Fig. 1: run 1, local utilization
Scale: 3 px per um. The die is cut into 14 by 14 equal tiles; black is low, pale yellow is high, 0 to 100% covered.
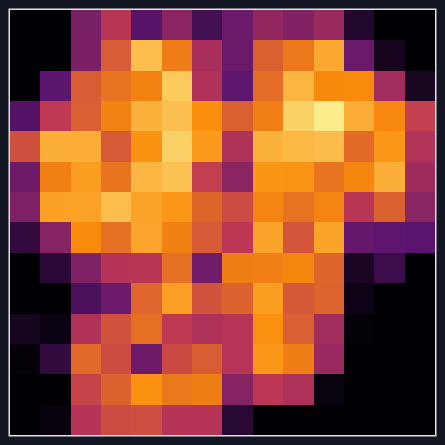
Fig. 2: run 1, clock network drawn from the DEF
Scale: 2 px per um.
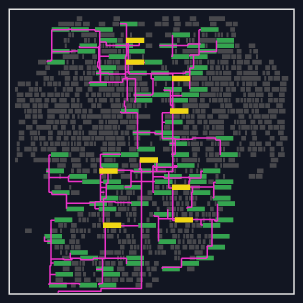
Fig. 3: run 1, clock nets
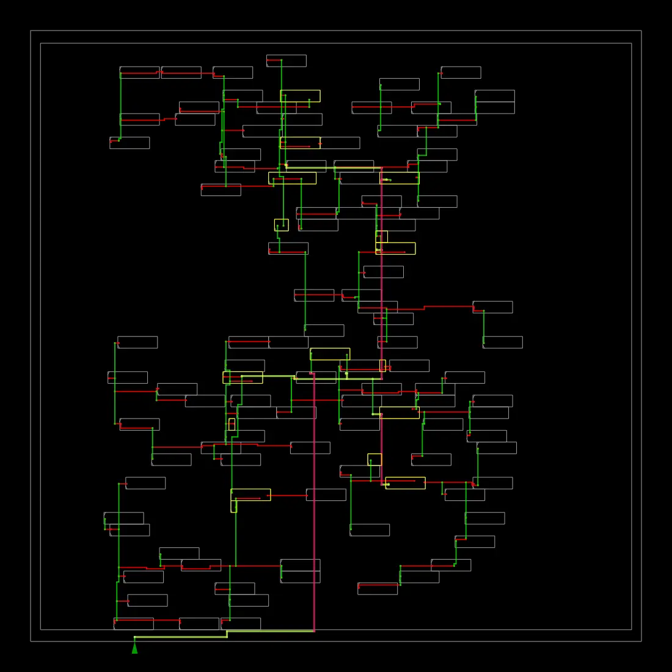
## src/rtl/fault_pkg.sv

```systemverilog
// Shared types and helpers for the fault window sequencer: FSM states,
// sample width, the NORMAL fault code and a saturating absolute value.
package fault_pkg;

  localparam int SMP_W = 16;
  localparam logic [2:0] FT_NORMAL = 3'd0;

  typedef enum logic [2:0] {
    ST_IDLE    = 3'd0,
    ST_ACQ     = 3'd1,
    ST_SETTLE  = 3'd2,
    ST_EVAL    = 3'd3,
    ST_TRIPPED = 3'd4
  } state_t;

  // Most-negative input maps to the most-positive value, so results never wrap negative.
  function automatic logic [SMP_W-1:0] sat_abs(input logic signed [SMP_W-1:0] x);
    if (x == {1'b1, {(SMP_W-1){1'b0}}})
      return {1'b0, {(SMP_W-1){1'b1}}};
    else if (x[SMP_W-1])
      return -x;
    else
      return x;
  endfunction

endpackage

```

## src/rtl/abs_peak_tracker.sv

```systemverilog
// Running |peak| of a signed sample stream. o_peak_next already includes the
// current sample so the owner can capture a window result and clear in one cycle.
module abs_peak_tracker
  import fault_pkg::*;
(
  input  logic             clk,
  input  logic             rst_n,
  input  logic [SMP_W-1:0] i_sample,
  input  logic             i_valid,
  input  logic             i_clear,
  output logic [SMP_W-1:0] o_peak,
  output logic [SMP_W-1:0] o_peak_next
);

  logic [SMP_W-1:0] r_peak;
  logic [SMP_W-1:0] w_abs;

  assign w_abs       = sat_abs($signed(i_sample));
  assign o_peak_next = (i_valid && (w_abs > r_peak)) ? w_abs : r_peak;
  assign o_peak      = r_peak;

  always_ff @(posedge clk or negedge rst_n) begin
    if (!rst_n)
      r_peak <= '0;
    else if (i_clear)
      r_peak <= '0;
    else
      r_peak <= o_peak_next;
  end

endmodule

```

## src/rtl/fault_window_sequencer.sv

```systemverilog
// Collects per-window |V|/|I| peaks, hands them to the fault classifier,
// debounces its verdict across windows and latches a trip.
module fault_window_sequencer
  import fault_pkg::*;
#(
  parameter int WIN_LEN = 64,
  parameter int CONFIRM = 3,
  parameter int CLS_LAT = 1
) (
  input  logic             clk,
  input  logic             rst_n,
  input  logic             enable,
  input  logic             sample_valid,
  output logic             sample_ready,
  input  logic [SMP_W-1:0] vc_sample,
  input  logic [SMP_W-1:0] ic_sample,
  output logic [SMP_W-1:0] Vc_peak,
  output logic [SMP_W-1:0] Ic_peak,
  input  logic [2:0]       fault_type,
  output logic             win_done,
  output logic [2:0]       last_type,
  output logic             trip,
  output logic [2:0]       trip_type,
  input  logic             trip_clear,
  output logic [2:0]       dbg_state
);

  // Handshake: a sample transfers on a rising clk edge where sample_valid && sample_ready;
  // sample_ready is registered and high only in ACQ, and a non-accepted sample is ignored.

  localparam logic [15:0] CNT_LAST    = 16'(WIN_LEN - 1);
  localparam logic [2:0]  SETTLE_LAST = 3'(CLS_LAT - 1);
  localparam logic [3:0]  CONF_MAX    = 4'(CONFIRM);

  state_t           r_state;
  logic [15:0]      r_cnt;
  logic [2:0]       r_settle;
  logic [2:0]       r_pend;
  logic [3:0]       r_conf;
  logic             r_ready;
  logic [SMP_W-1:0] r_vc_peak;
  logic [SMP_W-1:0] r_ic_peak;
  logic             r_win_done;
  logic [2:0]       r_last_type;
  logic             r_trip;
  logic [2:0]       r_trip_type;

  logic             w_xfer;
  logic             w_last;
  logic             w_clear;
  logic             w_abort;
  logic [SMP_W-1:0] w_v_peak;
  logic [SMP_W-1:0] w_i_peak;
  logic [SMP_W-1:0] w_v_next;
  logic [SMP_W-1:0] w_i_next;
  logic [2:0]       w_pend_next;
  logic [3:0]       w_conf_next;

  assign w_xfer  = sample_valid && r_ready;
  assign w_last  = w_xfer && (r_cnt == CNT_LAST);
  assign w_clear = (r_state != ST_ACQ) || w_last;
  assign w_abort = !enable &&
                   ((r_state == ST_ACQ) || (r_state == ST_SETTLE) || (r_state == ST_EVAL));

  abs_peak_tracker u_v_peak (
    .clk         (clk),
    .rst_n       (rst_n),
    .i_sample    (vc_sample),
    .i_valid     (w_xfer),
    .i_clear     (w_clear),
    .o_peak      (w_v_peak),
    .o_peak_next (w_v_next)
  );

  abs_peak_tracker u_i_peak (
    .clk         (clk),
    .rst_n       (rst_n),
    .i_sample    (ic_sample),
    .i_valid     (w_xfer),
    .i_clear     (w_clear),
    .o_peak      (w_i_peak),
    .o_peak_next (w_i_next)
  );

  // A NORMAL verdict resets the streak but keeps the pending code.
  always_comb begin
    w_pend_next = r_pend;
    w_conf_next = r_conf;
    if (fault_type == FT_NORMAL) begin
      w_conf_next = 4'd0;
    end else if (fault_type == r_pend) begin
      if (r_conf < CONF_MAX)
        w_conf_next = r_conf + 4'd1;
    end else begin
      w_pend_next = fault_type;
      w_conf_next = 4'd1;
    end
  end

  always_ff @(posedge clk or negedge rst_n) begin
    if (!rst_n) begin
      r_state     <= ST_IDLE;
      r_cnt       <= '0;
      r_settle    <= '0;
      r_pend      <= '0;
      r_conf      <= '0;
      r_ready     <= 1'b0;
      r_vc_peak   <= '0;
      r_ic_peak   <= '0;
      r_win_done  <= 1'b0;
      r_last_type <= '0;
      r_trip      <= 1'b0;
      r_trip_type <= '0;
    end else begin
      r_win_done <= 1'b0;
      if (w_abort) begin
        r_state <= ST_IDLE;
        r_ready <= 1'b0;
        r_cnt   <= '0;
        r_pend  <= '0;
        r_conf  <= '0;
      end else begin
        case (r_state)
          ST_IDLE: begin
            if (enable) begin
              r_state <= ST_ACQ;
              r_ready <= 1'b1;
              r_cnt   <= '0;
            end
          end
          ST_ACQ: begin
            if (w_last) begin
              r_vc_peak <= w_v_next;
              r_ic_peak <= w_i_next;
              r_cnt     <= '0;
              r_ready   <= 1'b0;
              r_settle  <= '0;
              r_state   <= ST_SETTLE;
            end else if (w_xfer) begin
              r_cnt <= r_cnt + 16'd1;
            end
          end
          ST_SETTLE: begin
            if (r_settle == SETTLE_LAST)
              r_state <= ST_EVAL;
            else
              r_settle <= r_settle + 3'd1;
          end
          ST_EVAL: begin
            r_win_done  <= 1'b1;
            r_last_type <= fault_type;
            r_pend      <= w_pend_next;
            r_conf      <= w_conf_next;
            if (w_conf_next == CONF_MAX) begin
              r_trip      <= 1'b1;
              r_trip_type <= fault_type;
              r_state     <= ST_TRIPPED;
            end else begin
              r_state <= ST_ACQ;
              r_ready <= 1'b1;
            end
          end
          ST_TRIPPED: begin
            if (trip_clear) begin
              r_trip      <= 1'b0;
              r_trip_type <= '0;
              r_pend      <= '0;
              r_conf      <= '0;
              r_cnt       <= '0;
              r_state     <= enable ? ST_ACQ : ST_IDLE;
              r_ready     <= enable;
            end
          end
          default: begin
            r_state <= ST_IDLE;
            r_ready <= 1'b0;
          end
        endcase
      end
    end
  end

  assign sample_ready = r_ready;
  assign Vc_peak      = r_vc_peak;
  assign Ic_peak      = r_ic_peak;
  assign win_done     = r_win_done;
  assign last_type    = r_last_type;
  assign trip         = r_trip;
  assign trip_type    = r_trip_type;
  assign dbg_state    = r_state;

endmodule
```

## config.mk

```make
export PLATFORM = sky130hd
export DESIGN_NAME = fault_window_sequencer
export DESIGN_NICKNAME = d
export VERILOG_FILES = /design/src/rtl/fault_pkg.sv /design/src/rtl/abs_peak_tracker.sv /design/src/rtl/fault_window_sequencer.sv
export SDC_FILE = /design/constraint.sdc
export NUM_CORES = 1
export LEC_CHECK = 0
export CORE_MARGIN = 2
export CORE_UTILIZATION = 33
export CTS_CLUSTER_DIAMETER = 60
export DETAILED_ROUTE_END_ITERATION = 16
export PLACE_DENSITY = 0.64
export SLEW_MARGIN = 20
export SYNTH_ARGS = -nofsm -noshare
export SYNTH_HDL_FRONTEND = slang
export SYNTH_SLANG_ARGS = --single-unit
```

## constraint.sdc

```tcl
create_clock -name clk -period 2.9 [get_ports clk]
set_input_delay 0.58 -clock clk [delete_from_list [all_inputs] [get_ports clk]]
set_output_delay 0.58 -clock clk [all_outputs]
set_load 0.03 [all_outputs]
```

==> CHANGELOG.md, run 1 <==
## Flow update

* Run status: finished with violations
* Violated checks: negative setup slack
* Synth area leader: dfrtp_1
* Fin. Hold Viols at 0
* Most used logic cell in the final layout: buf_4
* Sum of negative setup slack at -41.33 ns
* Min cycle time layout at ~3.6 ns
* Max Cap Violations at 0
* Power Density at 445 nW/um^2
* Worst EP required at 3.12 ns
* Psw at approximately 1.3 mW
* CTS Hold Buffers Added at 0
* Most common cell in the netlist: dfrtp_1
* Max Fanout on Critical Path at 8
* Vias per Instance at between 5 and 6
* Reg power frac at 0.376
* Fraction of area in multi-input gates at 0.430
* Gpl congestion at ~0.84
* Yosys Instances at 703
* Kind of critical path: in2reg
* Critical path depth at 14
* Int Pwr at between 2 and 3 mW
* Drt drc at 0
* WL met1 at 7880 um
* FP Rows at 50
* Main area contributors: dfrtp_1 (41%), ha_1 (7.6%), nor2_1 (5.5%), mux2i_1 (4.6%), nand2_1 (3.6%)
* Crit path to: Vc_peak[14]$_DFFE_PN0P_
* Most numerous logic cells after layout: buf_4 (145), dfrtp_1 (102), nor2_1 (83)
* Clock-cell share at 0.0305
* P_seq at 1.60 mW
* Max-slew headroom at 0.624
* Area growth from synthesis to layout at 52.6%
* Fillers at approximately 1700
* Ys flops at 102
* Peak Freq at 0.274 GHz
* Buffers excl. clock at 245
* Top cell area share at 0.408
* Logic area at 4110 um^2
* Worst Setup SP: vc_sample[6]
* Top Consumer: sequential cells
* Total wire length at 16900 um
* # diodes at 0
* Total Power at 4.24 mW
* Avg WL per Cell at 14.5 um
* Gate power share at 0.338
* First-pass GRT wire length at 28200 um
* Mapped Nets at 781
* Grt total ovfl at 0
* Router iterations before antenna repair at 4
* Fraction of area in registers at 0.267
* Non-clock buffering overhead at 0.224
* Fa+ha+maj area frac at 0.0760
* Comb group at 1.43 mW
* Aoi share at 0.157
* Final slew viol count at 0
* # IOs at between 80 and 90
* Most common library cells after synthesis: dfrtp_1 (102), nor2_1 (92), nand2_1 (60)
* Hold crit path type: in2async
* DP Area at around 8300 um^2
* Number of non-clock inverters at about 43
* CP Launch Type: primary input
* Critical path buffers and inverters at 3
* Final setup viols at 64
* XOR Share, Synth at 0.0322
* WHS at 0.214 ns
* Most Frequent Cell on Critical Path: or4_4
* Multiplexer share at 0.0554
* Final WS setup at -0.750 ns
* Dpl hpwl at 11600 um
* # Taps at ~230
* Mean Syn Cell Area at a little under 9 um^2
* Final ANT Viol Nets at 0
* Max Used Layer: met4
* Multi-input gates at around 530
* Worst path arrival time at 3.87 ns
* Met3 WL at between 400 and 500 um
* Core area at between 15000 and 20000 um^2
* Buffers on Ports at 83
* Leak at 4.08 nW
* Simple Share, Synth at 0.223
* Placed cells at 1113
* Iter 0 DRT Violations at 270
* R2r endpoint: Ic_peak[12]$_DFFE_PN0P_
* Top logic family: simple AND/OR/NAND/NOR gates
* Sink Count at 102
* Cell count after synthesis at approximately 700
* Vias in the first global route at 5934
* Net Sw Frac at 0.312
* Vert. Die Dim at around 140 um
* Ys flop type: dfrtp_1
* Longest Clk Path Bufs at 2
* Yosys warning count at 0
* Post-synth EDFFs at 0
* YS chip area at 6250 um^2
* GRT Total Usage at 0.170
* CTS H-tree depth at 3
* Peak VDD IR at 0.292 mV
* Setup bufs post-CTS at 28
Back to the opening pictures, Fig. 1:
The emptiest ninth of the die: bottom right. The fullest tile reaches 96%. The densest ninth of the die: middle. 17% of the tiles are nearly empty.
Final Util: 0.512
fp_density: 0.335

Back to the opening pictures, Fig. 2:
Key: green = flip-flops [count 102]; yellow = clock-net drivers [count 9]; magenta = clock wires [length 1350 um]
There are 10 routed clock nets.
Clock Skews: 0.00750 ns
Latency at later pin: 0.34 ns

Back to the opening pictures, Fig. 3:
flop count: 102
clk pwr: 1.21 mW
Num CTS Buffers: 9

[run 1: how the worst min path moves through the flow]
| stage | slack, ns | end | start |
|---|---|---|---|
| floorplan | 0.28 | Ic_peak[0]$_DFFE_PN0P_ | rst_n |
| global placement | 0.46 | Ic_peak[2]$_DFFE_PN0P_ | Ic_peak[2]$_DFFE_PN0P_ |
| detailed placement | 0.47 | Ic_peak[3]$_DFFE_PN0P_ | Ic_peak[3]$_DFFE_PN0P_ |
| CTS | 0.23 | last_type[2]$_DFFE_PN0P_ | rst_n |
| global route | 0.25 | last_type[2]$_DFFE_PN0P_ | rst_n |
| finish | 0.21 | trip_type[2]$_DFFE_PN0P_ | rst_n |
[run 1: routing by layer]
metal	up-vias	global-route usage
met5	-	0
met4	0	0.0553
met3	17	0.0199
met2	94	0.288
met1	2816	0.228
li1	2962	-
Fig. 4: run 1, the metal 2 layer
Scale: 3 px per um.
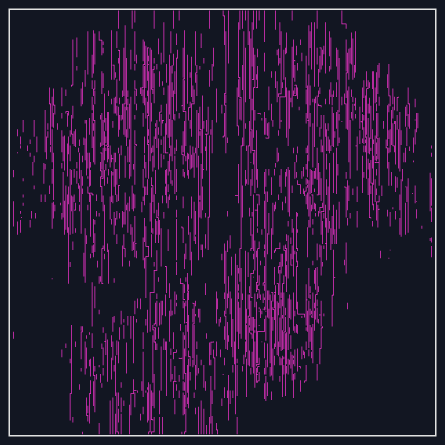

==> inputs of run 2 (changes only) <==
- CORE_MARGIN: 2 -> 10
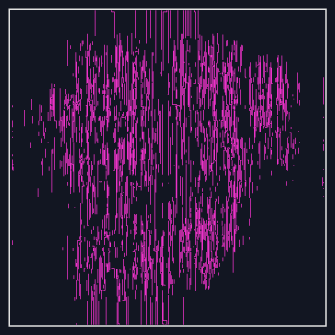
Fig. 5. The metal 2 layer (run 2).
Scale: 2 px per um.
The longest straight run is 60.0 um. The layer carries 9420 um of wire. 904 nets have wire on it.
total wire length: 18800 um
via count: 6050
met2 Usage GRT: 0.255

==> run 2 against run 1 <==
Net effect: the flow still finishes with violations (negative setup slack); clock skew is essentially flat; synthesized cell count is the same; combinational power grew 9%; register-to-register slack gained 0.02 ns; global-route usage shrank 2.1 points; largest power group unchanged.
==> CHANGELOG.md, run 2 <==
## Flow update

* Num CTS Buffers at 9
* R2r endpoint: Ic_peak[15]$_DFFE_PN0P_
* Final slew viol count at 0
* Kind of critical path: in2reg
* Gpl congestion at 0.818
* Worst EP required at 3.12 ns
* CTS Hold Buffers Added at 0
* Worst slew pin tran at 0.639 ns
* Most common cell in the netlist: dfrtp_1
* Worst Setup SP: vc_sample[10]
* Logic area at ~4300 um^2
* Most used logic cell in the final layout: buf_4
* Clock-cell share at 0.0306
* Top logic family: simple AND/OR/NAND/NOR gates
* Cell count after synthesis at 703
* Ys flop type: dfrtp_1
* Post-Syn Area at 6250 um^2
* Max Used Layer: met4
* Non-clock buffering overhead at 0.234
* Worst path arrival time at approximately 3.8 ns
* Vias in the first global route at 6176
* # IOs at between 80 and 90
* Mean Syn Cell Area at 8.90 um^2
* Max-slew headroom at 0.574
* # diodes at 0
* Violated checks: negative setup slack
* Max Fanout on Critical Path at 6
* Fa+ha+maj area frac at 0.0760
* Grt total ovfl at 0
* Max Cap Violations at 0
* CTS resizes at 144
* CP Launch Type: primary input
* Int Pwr at 2.98 mW
* Buffers excl. clock at roughly 270
* Min cycle time layout at between 3 and 4 ns
* Psw at 1.41 mW
* Hold crit path type: in2async
* Top cell category: multi-input combinational cells
* Main area contributors: dfrtp_1 (41%), ha_1 (7.6%), nor2_1 (5.5%), mux2i_1 (4.6%), nand2_1 (3.6%)
* Most numerous logic cells after layout: buf_4 (167), dfrtp_1 (102), nor2_1 (79)
* Power Density at 443 nW/um^2
* Dpl hpwl at 12300 um
* GRT Total Usage at 0.149
* Multiplexer share at 0.0554
* YS chip area at 6250 um^2
* CTS tree: built
* First-pass GRT wire length at between 30000 and 40000 um
* Final WS setup at -0.712 ns
* FP Rows at 50
* Met3 WL at 875 um
* Vias per Instance at 5.08
* Number of non-clock inverters at 43
* Comb group at about 1.6 mW
* Avg WL per Cell at 15.8 um
* Area growth from synthesis to layout at 58.6%
* Latency at later pin at 0.35 ns
* Yosys warning count at 0
* Crit path largest cell delay at 0.45 ns
* M3 GR Usage at 0.0263
* Fillers at 1614
* CTS H-tree depth at 3
* Top Consumer: sequential cells
* # Taps at between 200 and 250
* Total Power at 4.39 mW
* Peak VDD IR at 0.314 mV
* Gate power share at 0.355
* Flop count at between 100 and 150
* Router iterations before antenna repair at 4
* Top cell area share at 0.408
* Vert. Die Dim at 158 um
* Leak at 4.23 nW
* Reg power frac at 0.364
* Final setup viols at 64
* Fraction of area in multi-input gates at 0.432
* Iter 0 DRT Violations at 421
* Sink Count at 102
* Fin. Hold Viols at 0
* Worst reg-to-reg setup slack at ~0.47 ns
* Multi-input gates at about 530
* Net Sw Frac at 0.322
* XOR Share, Synth at 0.0322
* WHS at between 0.2 and 0.25 ns
* Synth area leader: dfrtp_1
* Fraction of area in registers at 0.257
* Placed cells at 1109
* Mapped Nets at 781
* DP Area at 8320 um^2
* Clk pwr at roughly 1.2 mW
* Buffers on Ports at between 80 and 90
* Peak Freq at between 0.2 and 0.3 GHz
* Post-synth EDFFs at 0
* Run status: finished with violations
* Most used routing layer: met2
* Sum of negative setup slack at -41.07 ns
* Yosys Instances at 703
* Critical path buffers and inverters at 7
* Final ANT Viol Nets at 0
* Simple Share, Synth at 0.223
* Longest Clk Path Bufs at 2
* Clock Skews at 0.00710 ns
* Aoi share at 0.157
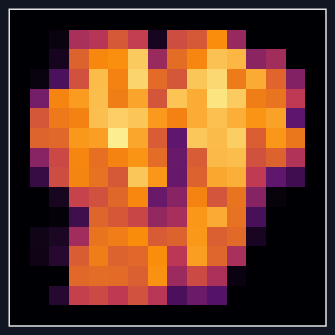
Fig. 6. Local utilization (run 2).
Scale: 2 px per um. The die is cut into 16 by 16 equal tiles; black is low, pale yellow is high, 0 to 100% covered.
The fullest tile reaches 96%. 34% of the tiles are nearly empty. The emptiest ninth of the die: bottom right. The densest ninth of the die: middle.
Final Util: 0.530
core area: 18700 um^2
fp_density: 0.334

==> run 2: cell count changes in the layout (fill, tap and decap cells not counted), moves of 4 or more <==
cell	change
ha_1	-4
a21oi_2	+8
buf_4	+22
nor2_2	+4
dlygate4sd2_1	-4
nor2_1	-4
a21oi_1	-9
==> run 2: worst max path at each step <==
stage,end,slack [ns],depth (start not counted)
after floorplan,Vc_peak[10]$_DFFE_PN0P_,-0.89,14
after global placement,Ic_peak[15]$_DFFE_PN0P_,-1.37,14
after detailed placement,Ic_peak[15]$_DFFE_PN0P_,-1.43,14
after CTS,Vc_peak[9]$_DFFE_PN0P_,-0.84,15
after global routing,Vc_peak[15]$_DFFE_PN0P_,-0.83,18
final,Vc_peak[12]$_DFFE_PN0P_,-0.71,18
Power is estimated from default activity; no workload was simulated.
